File: config.mk
export PLATFORM = sky130hd
export DESIGN_NAME = mem_boot_loader
export DESIGN_NICKNAME = d
export VERILOG_FILES = /design/src/rtl/mem_boot_loader_pkg.sv /design/src/rtl/mem_boot_loader_word_byte_serializer.sv /design/src/rtl/mem_boot_loader.sv
export SDC_FILE = /design/constraint.sdc
export NUM_CORES = 1
export LEC_CHECK = 0
export CAP_MARGIN = 5
export CORE_ASPECT_RATIO = 1.4
export CORE_MARGIN = 2
export CORE_UTILIZATION = 61
export CTS_CLUSTER_DIAMETER = 30
export DETAILED_ROUTE_END_ITERATION = 16
export GPL_TIMING_DRIVEN = 0
export PLACE_DENSITY = 0.85
export SLEW_MARGIN = 20
export SYNTH_ARGS = -nofsm -noshare
export SYNTH_HDL_FRONTEND = slang
export SYNTH_SLANG_ARGS = --single-unit
File: constraint.sdc
create_clock -name Clk -period 5.6 [get_ports Clk]
set_clock_uncertainty 0.2 [all_clocks]
set_input_delay 1.12 -clock Clk [delete_from_list [all_inputs] [get_ports Clk]]
set_output_delay 1.12 -clock Clk [all_outputs]
set_load 0.02 [all_outputs]
File: src/rtl/mem_boot_loader_pkg.sv
// mem_boot_loader_pkg: state encoding, default parameters and state-class helpers for the boot loader
package mem_boot_loader_pkg;
   localparam int DEF_WORD_BYTES = 4;
   localparam int DEF_ADDR_W     = 9;
   localparam int DEF_BASE_ADDR  = 0;
   localparam int DEF_RESET_HOLD = 2;
   localparam int DEF_WATCHDOG   = 100000;
   localparam bit DEF_BIG_ENDIAN = 1'b1;
   localparam logic [2:0] S_IDLE    = 3'd0;
   localparam logic [2:0] S_LOAD    = 3'd1;
   localparam logic [2:0] S_WRITE   = 3'd2;
   localparam logic [2:0] S_HOLD    = 3'd3;
   localparam logic [2:0] S_RUN     = 3'd4;
   localparam logic [2:0] S_DONE    = 3'd5;
   localparam logic [2:0] S_TIMEOUT = 3'd6;
   localparam logic [2:0] S_ERR     = 3'd7;
   function automatic logic is_busy(input logic [2:0] s);
      return s == S_LOAD || s == S_WRITE || s == S_HOLD;
   endfunction
   function automatic logic is_rest(input logic [2:0] s);
      return s == S_IDLE || s == S_DONE || s == S_TIMEOUT || s == S_ERR;
   endfunction
endpackage

File: src/rtl/mem_boot_loader_word_byte_serializer.sv
// word_byte_serializer: turns a latched word into WORD_BYTES registered byte strobes in the chosen byte order
module word_byte_serializer #(
   parameter int WORD_BYTES = 4,
   parameter bit BIG_ENDIAN = 1'b1
) (
   input  logic                    clk,
   input  logic                    rst_n,
   input  logic                    load,
   input  logic [8*WORD_BYTES-1:0] word,
   output logic [7:0]              data,
   output logic                    strobe,
   output logic                    last
);
   localparam int W  = 8 * WORD_BYTES;
   localparam int CW = WORD_BYTES > 1 ? $clog2(WORD_BYTES) : 1;
   logic [W-1:0]  sh;
   logic [CW-1:0] cnt;
   logic [7:0]    first;
   assign first = BIG_ENDIAN ? word[W-1 -: 8] : word[7:0];
   assign last  = strobe && cnt == CW'(WORD_BYTES - 1);
   always_ff @(posedge clk or negedge rst_n) begin
      if (!rst_n) begin
         sh     <= '0;
         cnt    <= '0;
         data   <= '0;
         strobe <= 1'b0;
      end else if (load) begin
         sh     <= BIG_ENDIAN ? word << 8 : word >> 8;
         data   <= first;
         strobe <= 1'b1;
         cnt    <= '0;
      end else if (strobe) begin
         data   <= last ? data : (BIG_ENDIAN ? sh[W-1 -: 8] : sh[7:0]);
         sh     <= BIG_ENDIAN ? sh << 8 : sh >> 8;
         strobe <= !last;
         cnt    <= cnt + 1'b1;
      end
   end
endmodule

File: src/rtl/mem_boot_loader.sv
// mem_boot_loader: loads words byte-serially into RAM, holds the CPU in reset, then supervises the run
module mem_boot_loader
   import mem_boot_loader_pkg::*;
#(
   parameter int WORD_BYTES = DEF_WORD_BYTES,
   parameter int ADDR_W     = DEF_ADDR_W,
   parameter int BASE_ADDR  = DEF_BASE_ADDR,
   parameter int RESET_HOLD = DEF_RESET_HOLD,
   parameter int WATCHDOG   = DEF_WATCHDOG,
   parameter bit BIG_ENDIAN = DEF_BIG_ENDIAN
) (
   input  logic                    Clk,
   input  logic                    RESET_n,
   input  logic                    start,
   input  logic [8*WORD_BYTES-1:0] word_in,
   input  logic                    word_valid,
   input  logic                    word_last,
   output logic                    word_ready,
   input  logic                    halt,
   output logic [ADDR_W-1:0]       ram_addr,
   output logic [7:0]              ram_data,
   output logic                    ram_we,
   output logic                    cpu_reset,
   output logic                    busy,
   output logic                    running,
   output logic [ADDR_W-1:0]       words_loaded,
   output logic                    done,
   output logic                    timeout,
   output logic                    overflow
);
   logic [2:0]      state, nxt;
   logic [ADDR_W:0] ptr;
   logic [31:0]     hold_cnt, run_cnt;
   logic            last_q, accept, ovf, ser_last, wd_hit, restart;
   assign word_ready = state == S_LOAD;
   assign accept     = word_ready && word_valid;
   // pointer carries one extra bit so a full RAM is seen as full rather than wrapping to zero
   assign ovf        = ({1'b0, ptr} + (ADDR_W+2)'(WORD_BYTES - 1)) > (ADDR_W+2)'((1 << ADDR_W) - 1);
   assign wd_hit     = WATCHDOG != 0 && run_cnt == 32'(WATCHDOG - 1);
   assign restart    = start && is_rest(state);
   assign ram_addr   = ptr[ADDR_W-1:0];
   word_byte_serializer #(
      .WORD_BYTES(WORD_BYTES),
      .BIG_ENDIAN(BIG_ENDIAN)
   ) u_ser (
      .clk   (Clk),
      .rst_n (RESET_n),
      .load  (accept && !ovf),
      .word  (word_in),
      .data  (ram_data),
      .strobe(ram_we),
      .last  (ser_last)
   );
   always_comb begin
      nxt = state;
      case (state)
         S_LOAD:  nxt = !word_valid ? S_LOAD : ovf ? S_ERR : S_WRITE;
         S_WRITE: nxt = !ser_last ? S_WRITE : last_q ? S_HOLD : S_LOAD;
         S_HOLD:  nxt = hold_cnt == 32'(RESET_HOLD - 1) ? S_RUN : S_HOLD;
         S_RUN:   nxt = halt ? S_DONE : wd_hit ? S_TIMEOUT : S_RUN;
         default: nxt = restart ? S_LOAD : state;
      endcase
   end
   always_ff @(posedge Clk or negedge RESET_n) begin
      if (!RESET_n) begin
         state        <= S_IDLE;
         ptr          <= (ADDR_W+1)'(BASE_ADDR);
         last_q       <= 1'b0;
         hold_cnt     <= '0;
         run_cnt      <= '0;
         words_loaded <= '0;
         cpu_reset    <= 1'b1;
         busy         <= 1'b0;
         running      <= 1'b0;
         done         <= 1'b0;
         timeout      <= 1'b0;
         overflow     <= 1'b0;
      end else begin
         state     <= nxt;
         cpu_reset <= nxt != S_RUN;
         busy      <= is_busy(nxt);
         running   <= nxt == S_RUN;
         hold_cnt  <= state == S_HOLD ? hold_cnt + 32'd1 : '0;
         run_cnt   <= state == S_RUN ? run_cnt + 32'd1 : '0;
         if (accept) last_q <= word_last;
         if (accept && ovf) overflow <= 1'b1;
         if (ram_we) ptr <= ptr + 1'b1;
         if (ser_last) words_loaded <= words_loaded + 1'b1;
         if (state == S_RUN && nxt == S_DONE) done <= 1'b1;
         if (state == S_RUN && nxt == S_TIMEOUT) timeout <= 1'b1;
         if (restart) begin
            ptr          <= (ADDR_W+1)'(BASE_ADDR);
            words_loaded <= '0;
            done         <= 1'b0;
            timeout      <= 1'b0;
            overflow     <= 1'b0;
         end
      end
   end
endmodule

**Power grid**

Scale bar: 20 um. Pins as bars on the die edge. Tap cells in gray.
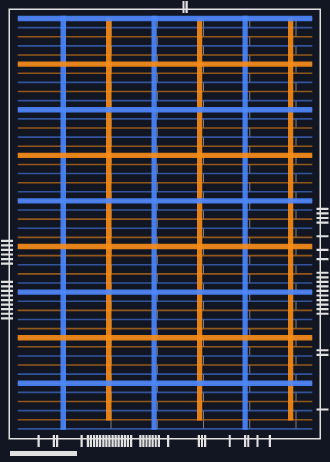
- VSS: blue
- VDD: orange
- met1 rails: 46
- signal pins: 72
- met4 straps: 6
- rows: 45
VDD IR max: 264 uV
Die X: 92.3 um
Die Y: 128 um
total core area: 10800 um2

**Cell classes on the final placement**

Scale bar: 20 um.
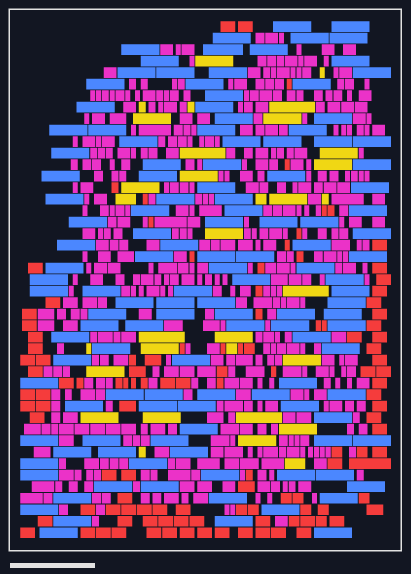
- flops: blue (cells 128)
- clock drivers and dummy loads: yellow (cells 32)
- other buffers and delay cells: red (cells 117)
- combinational and other logic: magenta (cells 489)
Final Core Density: 0.765
Seq/total area: 0.390
post-route design area: 8230 um2

==> out/results.txt <==
status - finished, final reports clean
R2R cell count - 9
Buf/Inv on CP - 2
vias in the first global route - 5578
TritonCTS clock tree - built
clk sinks - 128
Inserted Clock Buffers - 17
layout cells sized above 1 - 0.119
most used flip-flop cell - dfrtp_1
routability cong. - 0.836
TNS Setup - 0 ns
DR vias - 5444
clock root cell - clkbuf_16
Post-Synthesis Cells - 662
Unique cell types - 59
Net count, final - 799
Top delay family on crit path - buffers and inverters
layout overhead on the synthesized area - 23.4%
flop2flop setup slack - 3.00 ns
cts hold-fix bufs - 0
crit path max fanout - 10
hold path start - run_cnt[0]
pin count of the biggest net entering global routing - 85
syn_area_per_cell - 10.1 um2
die area - 11800 um2
Crit path depth - 3
Crit. Startpoint - state[2]
Critical Path RT - 4.28 ns
invs w/o clock - 13
share of power burned in registers - 0.343
combinational logic power - 1.05 mW
crit path capture type - primary output
Detail Route Antenna Nets - 0
min Tclk post-route - 3.29 ns
initial antenna violation count - 0
critical path type - reg2out
synthesis warning total - 0
Tcrit/Tclk final - 0.587
wire per inst - 17.3 um
Post-synth EDFFs - 0
Post-Route WL - 15.7 mm
count leader, synth - dfrtp_1
total power - 3.44 mW
multi-input gates - 476
**Clock network drawn from the DEF**

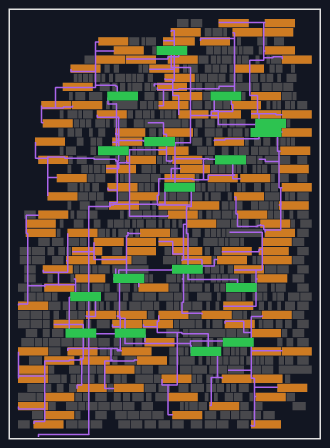
- clock drivers: green (count 17)
- flip-flops: orange (count 128)
- clock wires: purple (length 1600 um)
- routed clock nets: 18
clk pwr: 1.20 mW
clock share of power: 0.350

[cell families after synthesis]
family	synth area share
xor+xnor	0.0959
compound gates	0.0552
buf+inv	0.0468
mux	0.0620
fa+ha+maj	0.0150
simple gates	0.244
flops	0.481
[metal layers]
metal	routed length (um)	share of wire	vias up	track usage
li1	-	-	2498	-
met1	6350	0.41	2728	0.352
met2	8350	0.53	179	0.493
met3	598	0.038	39	0.0511
met4	355	0.023	0	0.119
met5	0	0	-	0
[flip-flops by register name, summed over array words and instances (netlist names)]
register,flops
state,3
timeout,1
busy,1
u_ser.data,8
u_ser.sh,24
done,1
cpu_reset,1
ptr,10
hold_cnt,32
overflow,1
running,1
u_ser.cnt,2
u_ser.strobe,1
run_cnt,32
last_q,1
words_loaded,9
Power figures rest on the tool's default switching activity, not on a simulated workload.
